===== config.mk =====
export PLATFORM = sky130hd
export DESIGN_NAME = traffic_phase_scheduler
export DESIGN_NICKNAME = d
export VERILOG_FILES = /design/src/rtl/traffic_phase_scheduler.sv
export SDC_FILE = /design/constraint.sdc
export NUM_CORES = 1
export LEC_CHECK = 0
export ABC_AREA = 1
export CAP_MARGIN = 20
export CORE_MARGIN = 8
export CORE_UTILIZATION = 30
export CTS_CLUSTER_SIZE = 40
export DETAILED_ROUTE_END_ITERATION = 10
export GPL_TIMING_DRIVEN = 0
export MAX_ROUTING_LAYER = met4
export SKIP_CTS_REPAIR_TIMING = 1
export SLEW_MARGIN = 20
export SYNTH_ARGS = -nofsm -noshare
export SYNTH_HDL_FRONTEND = slang
export SYNTH_SLANG_ARGS = --single-unit

===== constraint.sdc =====
create_clock -name clk -period 3.45 [get_ports clk]
set_input_delay 0.8625 -clock clk [delete_from_list [all_inputs] [get_ports clk]]
set_output_delay 0.8625 -clock clk [all_outputs]
set_load 0.05 [all_outputs]

===== src/rtl/traffic_phase_scheduler.sv =====
// traffic_phase_scheduler
//   Four-way intersection phase scheduler. One approach owns the phase at a
//   time and walks GREEN -> YELLOW -> ALL_RED before the next approach is
//   chosen. Approach index: 0=South, 1=West, 2=North, 3=East.
//
// Ports
//   clk          system clock, rising edge
//   rst          synchronous reset, active-high
//   Emergency[3:0] emergency vehicle present per approach (level)
//   Jam[3:0]     queue jammed per approach (level)
//   Empty[3:0]   no vehicles waiting per approach (level)
//   South_road, West_road, North_road, East_road [2:0]
//                light {R,Y,G}: 100 red, 010 yellow, 001 green
//   active_road[1:0] approach currently owning the phase
//   phase[1:0]   00 ALL_RED, 01 GREEN, 10 YELLOW
//
// state      | meaning
// ST_ALL_RED | all roads red; clearance, next approach chosen on the exit cycle
// ST_GREEN   | active approach green; emergency on it freezes the timer
// ST_YELLOW  | active approach yellow; always runs to completion
module traffic_phase_scheduler #(
    parameter int GREEN_MIN = 4,
    parameter int GREEN_MAX = 8,
    parameter int YELLOW_T  = 2,
    parameter int ALLRED_T  = 1,
    parameter int CNT_W     = 5
) (
    input  logic       clk,
    input  logic       rst,
    input  logic [3:0] Emergency,
    input  logic [3:0] Jam,
    input  logic [3:0] Empty,
    output logic [2:0] South_road,
    output logic [2:0] West_road,
    output logic [2:0] North_road,
    output logic [2:0] East_road,
    output logic [1:0] active_road,
    output logic [1:0] phase
);

    typedef enum logic [1:0] {
        ST_ALL_RED = 2'b00,
        ST_GREEN   = 2'b01,
        ST_YELLOW  = 2'b10
    } state_t;

    localparam logic [2:0] LIGHT_RED = 3'b100;
    localparam logic [2:0] LIGHT_YEL = 3'b010;
    localparam logic [2:0] LIGHT_GRN = 3'b001;

    localparam logic [CNT_W-1:0] GREEN_MIN_LAST = CNT_W'(GREEN_MIN - 1);
    localparam logic [CNT_W-1:0] GREEN_MAX_LAST = CNT_W'(GREEN_MAX - 1);
    localparam logic [CNT_W-1:0] YELLOW_LAST    = CNT_W'(YELLOW_T - 1);
    localparam logic [CNT_W-1:0] ALLRED_LAST    = CNT_W'(ALLRED_T - 1);
    localparam logic [CNT_W-1:0] TIMER_SAT      = '1;

    state_t           state_q, state_d;
    logic [1:0]       cur_q, cur_d;
    logic [CNT_W-1:0] timer_q, timer_d;
    logic [3:0][2:0]  roads_q, roads_d;
    logic             hold_timer;
    logic [2:0]       light;

    // Emergency wins by lowest index. Otherwise scan cur+1, cur+2, cur+3, cur
    // for the first non-empty approach; cur itself comes last so a lone busy
    // approach keeps the green. With everything empty, rotate plainly.
    function automatic logic [1:0] pick_next(input logic [1:0] cur,
                                             input logic [3:0] emg,
                                             input logic [3:0] empty);
        logic [1:0] sel;
        logic [1:0] cand;
        logic       found;
        sel   = cur + 2'd1;
        found = 1'b0;
        if (emg != 4'b0000) begin
            for (int i = 3; i >= 0; i--) begin
                if (emg[i]) begin
                    sel = 2'(i);
                end
            end
        end else begin
            for (int i = 1; i <= 4; i++) begin
                cand = cur + 2'(i);
                if (!found && !empty[cand]) begin
                    sel   = cand;
                    found = 1'b1;
                end
            end
        end
        return sel;
    endfunction

    always_comb begin
        state_d    = state_q;
        cur_d      = cur_q;
        timer_d    = timer_q;
        hold_timer = 1'b0;

        case (state_q)
            ST_ALL_RED: begin
                if (timer_q >= ALLRED_LAST) begin
                    state_d = ST_GREEN;
                    cur_d   = pick_next(cur_q, Emergency, Empty);
                end
            end
            ST_GREEN: begin
                if (Emergency[cur_q]) begin
                    hold_timer = 1'b1;
                end else if (Emergency != 4'b0000) begin
                    state_d = ST_YELLOW;
                end else if (timer_q == GREEN_MAX_LAST) begin
                    state_d = ST_YELLOW;
                end else if ((timer_q >= GREEN_MIN_LAST) && !Jam[cur_q]) begin
                    state_d = ST_YELLOW;
                end
            end
            ST_YELLOW: begin
                if (timer_q >= YELLOW_LAST) begin
                    state_d = ST_ALL_RED;
                end
            end
            default: begin
                state_d = ST_ALL_RED;
            end
        endcase

        if (state_d != state_q) begin
            timer_d = '0;
        end else if (!hold_timer && (timer_q != TIMER_SAT)) begin
            timer_d = timer_q + CNT_W'(1);
        end

        // Lights are decoded from the next state so the road buses come
        // straight out of flops and only the owning approach can leave red.
        case (state_d)
            ST_GREEN:  light = LIGHT_GRN;
            ST_YELLOW: light = LIGHT_YEL;
            default:   light = LIGHT_RED;
        endcase

        for (int i = 0; i < 4; i++) begin
            roads_d[i] = (cur_d == 2'(i)) ? light : LIGHT_RED;
        end
    end

    always_ff @(posedge clk) begin
        if (rst) begin
            state_q <= ST_ALL_RED;
            cur_q   <= 2'd3;
            timer_q <= '0;
            roads_q <= {4{LIGHT_RED}};
        end else begin
            state_q <= state_d;
            cur_q   <= cur_d;
            timer_q <= timer_d;
            roads_q <= roads_d;
        end
    end

    assign South_road  = roads_q[0];
    assign West_road   = roads_q[1];
    assign North_road  = roads_q[2];
    assign East_road   = roads_q[3];
    assign active_road = cur_q;
    assign phase       = state_q;

endmodule


Fig. 1: run 1, I/O nets highlighted
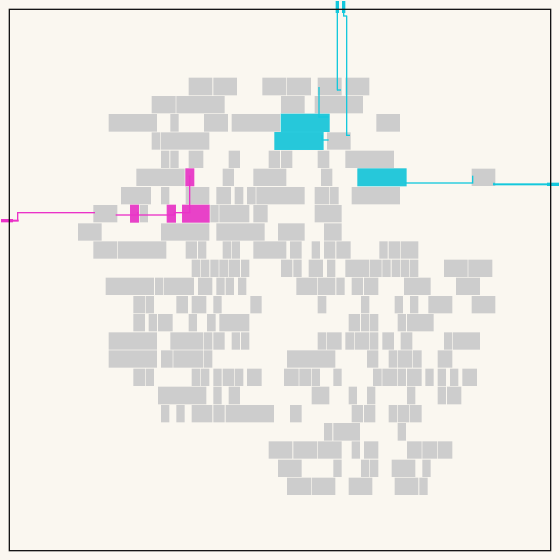
- magenta: rst (bits 1; direction input; edge left; end cells 4; buffers 1; wire 30.7 µm)
- cyan: South_road (bits 3; direction output; edge 2 top, 1 right; end cells 3; buffers 3; wire 58.4 µm)
# IOs: 30
number of I/O port buffers: 29

Fig. 2: run 1, the metal 3 layer
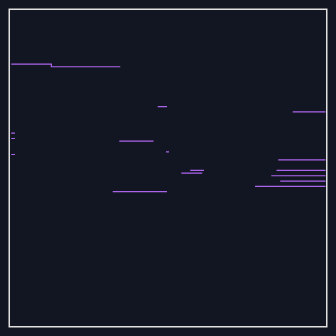
- main direction: horizontal
- longest straight run: 17.7 µm
- share of all routed wire: 4.7%
met3 capacity usage during global routing: 2.759%
overall via count from detail_route: 1197

==> results.rst, run 1 <==
Flow metrics
------------

.. list-table::
   :header-rows: 1

   * - Metric
     - Value
   * - Run status
     - finished clean
   * - Global route total overflow
     - 0
   * - Sw Pwr
     - between 0.3 and 0.4 mW
   * - Leak Pwr
     - ~0.74 nW
   * - AND-OR/OR-AND Cells, Area Fraction
     - under 10%
   * - Met2 Usage GRT
     - between 15 and 20%
   * - Max FO, Critical Path
     - 4
   * - Final hold violation count
     - 0
   * - Area delta synth->final
     - 31.68%
   * - Layout fillers
     - about 440
   * - Switching Share
     - between 40 and 50%
   * - HP Class
     - register to register
   * - Hold path cells
     - 2
   * - Count of cell types in the netlist
     - 25
   * - Unrepaired setup endpoints after global routing
     - false
   * - Highest Clock Rate
     - about 380 MHz
   * - Combinational power share
     - between 40 and 50%
   * - Wire length of the first global-routing pass
     - between 5 and 6 mm
   * - Vert. Die Dim
     - about 80 µm
   * - Gp weighted congestion
     - about 0.82
   * - Post-synth design cell area
     - 1260 µm²
   * - DR vias/cell
     - 4.517
   * - Non-clock buffering overhead
     - a little under a fifth
   * - Clock tree buffer count of the final layout
     - 3
   * - Drt drc
     - 0
   * - Endpoints failing setup
     - 0
   * - Portion of synthesized cell area occupied by the leading cell type
     - between 30% and 40%
   * - Uppermost routed layer
     - met4
   * - Maximum number of pins on one net before global-route repair
     - 13
   * - H-Tree Level Count
     - 1
   * - Flip-flop and latch area
     - about 420 µm²
   * - Proportion of synthesized flip-flops having asynchronous set or reset
     - 0%
   * - Final total negative setup slack
     - 0 ns
   * - Seq pwr share
     - between 30 and 40%
   * - Worst-case clock skew
     - 0.001710 ns
   * - Number of violations of the max-capacitance limit
     - 0
   * - Number of cells in the finished layout apart from fillers
     - between 200 and 300
   * - Standard cell with the maximum stage delay on the critical path
     - sky130_fd_sc_hd__clkdlybuf4s50_1
   * - Row cnt
     - 23
   * - Half-perimeter wire length after placement
     - approximately 2.4 mm
   * - Total chip power
     - ~0.89 mW
   * - Pwr top
     - combinational logic
   * - Number of non-clock inverters
     - 24
   * - Die ar.
     - 6529 µm²
   * - Most common cell after layout, fill and taps aside
     - sky130_fd_sc_hd__nand2_1
   * - Post-route antenna net violation count
     - 0
   * - Cell group occupying the most layout area
     - multi-input combinational cells
   * - Sequential-cell power consumption
     - between 0.2 and 0.3 mW
   * - Fraction of layout cells with a size suffix above 1
     - 15.35%
   * - Crit path launch
     - Emergency[2]
   * - WP depth
     - 9
   * - Simple-gate area share of the yosys netlist
     - between 40% and 50%
   * - Most frequently used flop master after synthesis
     - sky130_fd_sc_hd__dfxtp_1
   * - Power per standard cell area
     - 538.1 nW/µm²
   * - Die Span X
     - about 81 µm
   * - Main logic family
     - simple AND/OR/NAND/NOR gates
   * - Worst path most repeated cell
     - sky130_fd_sc_hd__nand2_1
   * - Data required time at the worst endpoint
     - 3.59 ns
   * - Total number of tap cells
     - 50
   * - Sort of element at the end of the critical path
     - register
   * - Xor and xnor fraction of the mapped netlist area
     - 0.6951%
   * - Most common cell in the netlist
     - sky130_fd_sc_hd__nand2_1
   * - Avg Inst Size Synth
     - between 6 and 7 µm²
   * - Multi-input gate area in the final layout
     - 730.7 µm²
   * - Time the worst path needs with I/O delays and setup
     - between 2 and 3 ns
   * - Num sequential
     - 21
   * - Adder share
     - 4.965%
   * - Number of enable flip-flop cells
     - 0
   * - Max Transition Viols Final
     - 0
   * - CTS tree
     - yes
   * - Critical hold path startpoint
     - timer_q[4]$_SDFFE_PP0P_
   * - Proportion of synthesized area in mux cells
     - 0%
   * - Max-slew headroom at the worst pin
     - between 60% and 70%
   * - Via count of the first global-routing pass
     - 1200
   * - Number of inserted diodes
     - 0
   * - Largest vdd supply drop
     - ~0.00021 V
   * - Cells after synthesis
     - 182
   * - Plain + repair buffers
     - 31
   * - Biggest area consumer among synthesized cells
     - sky130_fd_sc_hd__dfxtp_1
   * - Multi-input combinational cell count
     - between 100 and 150
   * - Pre-CTS setup slack
     - between 0.5 and 0.6 ns
   * - Maximum clock insertion buffer count
     - 2
   * - Post-synth area hogs
     - sky130_fd_sc_hd__dfxtp_1 33%, sky130_fd_sc_hd__nand2_1 13%, sky130_fd_sc_hd__nand3_1 7.5%
   * - CP arrival
     - 2.75 ns
   * - Register bit total from synthesis
     - 21
   * - Gr busiest metal
     - met2
   * - R2R Setup Slk
     - between 1.5 and 2 ns
   * - Crit path launch type
     - primary input
   * - Reported combinational group power
     - ~0.44 mW
   * - Met3 routed wirelength
     - approximately 140 µm
Fig. 3: run 1, signal metal coverage by tile
The die is cut into 16 by 16 equal tiles; black is low, pale yellow is high, scaled to the fullest tile. Values are wire area over tile area, all layers added.
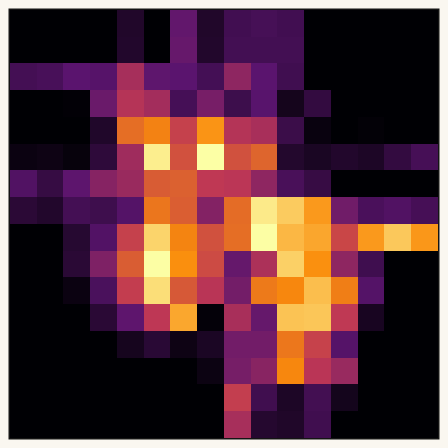
- nearly empty tiles: 39%
- tiles over half the peak: 20%
- mean over tiles: 0.070
overall routed net length: 2.907 mm
Tot GR Track Use: 10.15%
routed len/inst: 10.97 µm

Fig. 4: run 1, cell placement
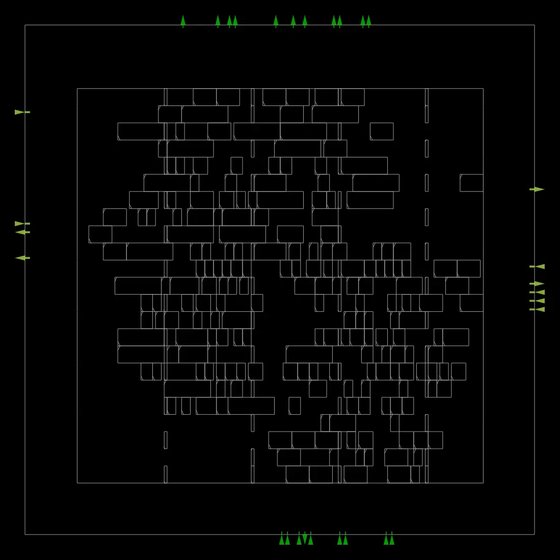
core occupancy in the finished layout: 41.18%
placeable core region: 4029 µm²
fraction of area in registers: 25.34%

Fig. 5: run 1, register map, names as in the netlist
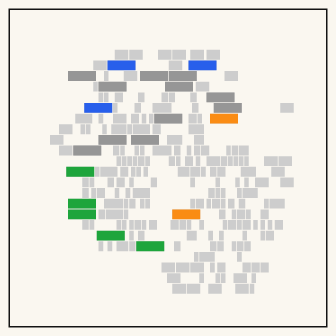

## Run 2: what changed since run 1
==> constraint.sdc (replaced) <==
create_clock -name clk -period 2.59 [get_ports clk]
set_input_delay 0.6475 -clock clk [delete_from_list [all_inputs] [get_ports clk]]
set_output_delay 0.6475 -clock clk [all_outputs]
set_load 0.05 [all_outputs]
Fig. 6: run 2, register map, names as in the netlist
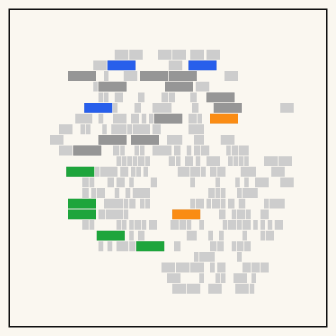
- blue: North_road (flops 3)
- green: timer_q (flops 5)
- orange: active_road (flops 2)
- not coloured: 11
core occupancy in the finished layout: 41.30%
flip-flop and latch area: 420.4 µm²
fraction of area in registers: 25.26%

==> results.rst, run 2 <==
Flow metrics
------------

.. list-table::
   :header-rows: 1

   * - Metric
     - Value
   * - Hold path cells
     - 2
   * - Pwr top
     - combinational logic
   * - Sequential-cell power consumption
     - around 0.38 mW
   * - Die ar.
     - around 6500 µm²
   * - Combinational power share
     - about half
   * - Gp weighted congestion
     - around 0.82
   * - Worst path most repeated cell
     - sky130_fd_sc_hd__nand2_1
   * - Biggest area consumer among synthesized cells
     - sky130_fd_sc_hd__dfxtp_1
   * - Maximum number of pins on one net before global-route repair
     - 13
   * - Standard cell with the maximum stage delay on the critical path
     - sky130_fd_sc_hd__clkdlybuf4s50_1
   * - Layout fillers
     - around 440
   * - Max FO, Critical Path
     - 4
   * - Uppermost routed layer
     - met4
   * - Cells after synthesis
     - 182
   * - Row cnt
     - 23
   * - HP Class
     - register to register
   * - Proportion of synthesized flip-flops having asynchronous set or reset
     - 0%
   * - Clock tree buffer count of the final layout
     - 3
   * - Cell group occupying the most layout area
     - multi-input combinational cells
   * - Routed len/inst
     - 11.02 µm
   * - Register bit total from synthesis
     - 21
   * - Run status
     - finished clean
   * - Number of non-clock inverters
     - 24
   * - Sw Pwr
     - around 0.53 mW
   * - Die Span X
     - just over 80 µm
   * - AND-OR/OR-AND Cells, Area Fraction
     - 4.866%
   * - Reported combinational group power
     - roughly 0.59 mW
   * - Crit path launch
     - Emergency[2]
   * - Unrepaired setup endpoints after global routing
     - false
   * - Proportion of synthesized area in mux cells
     - 0%
   * - Count of cell types in the netlist
     - 25
   * - Num sequential
     - 21
   * - Adder share
     - between 4 and 5%
   * - Xor and xnor fraction of the mapped netlist area
     - less than 1%
   * - DRC violation total after the first TritonRoute iteration
     - 89
   * - Overall via count from detail_route
     - between 1000 and 1500
   * - Multi-input combinational cell count
     - ~140
   * - Area delta synth->final
     - 32.08%
   * - Half-perimeter wire length after placement
     - roughly 2.4 mm
   * - Pre-CTS setup slack
     - -0.07086 ns
   * - Met3 routed wirelength
     - 136 µm
   * - Placeable core region
     - around 4000 µm²
   * - Total number of tap cells
     - 50
   * - Worst-case clock skew
     - between 0.0015 and 0.002 ns
   * - Post-synth design cell area
     - ~1300 µm²
   * - Max-slew headroom at the worst pin
     - between 60% and 70%
   * - Met3 capacity usage during global routing
     - 2.759%
   * - H-Tree Level Count
     - 1
   * - Wire length of the first global-routing pass
     - between 5 and 6 mm
   * - Sort of element at the end of the critical path
     - register
   * - CTS tree
     - yes
   * - Multi-input gate area in the final layout
     - about 740 µm²
   * - Portion of synthesized cell area occupied by the leading cell type
     - 33.37%
   * - Overall routed net length
     - between 2 and 3 mm
   * - Met2 Usage GRT
     - roughly 17%
   * - Seq pwr share
     - between 30% and 40%
   * - Number of cells in the finished layout apart from fillers
     - around 270
   * - Main logic family
     - simple AND/OR/NAND/NOR gates
   * - Maximum clock insertion buffer count
     - 2
   * - Cell count after placement
     - 261
   * - Largest vdd supply drop
     - 0.0002776 V
   * - WP depth
     - 9
   * - # IOs
     - 30
   * - Endpoints failing setup
     - 0
   * - R2R Setup Slk
     - between 0.7 and 0.8 ns
   * - Highest Clock Rate
     - approximately 430 MHz
   * - CP arrival
     - roughly 2.4 ns
   * - Switching Share
     - 44.25%
   * - DR vias/cell
     - 4.543
   * - Power per standard cell area
     - approximately 720 nW/µm²
   * - Most common cell in the netlist
     - sky130_fd_sc_hd__nand2_1
   * - Most frequently used flop master after synthesis
     - sky130_fd_sc_hd__dfxtp_1
   * - Total chip power
     - between 1 and 1.5 mW
   * - Leak Pwr
     - roughly 0.74 nW
Power is estimated from default activity; no workload was simulated.
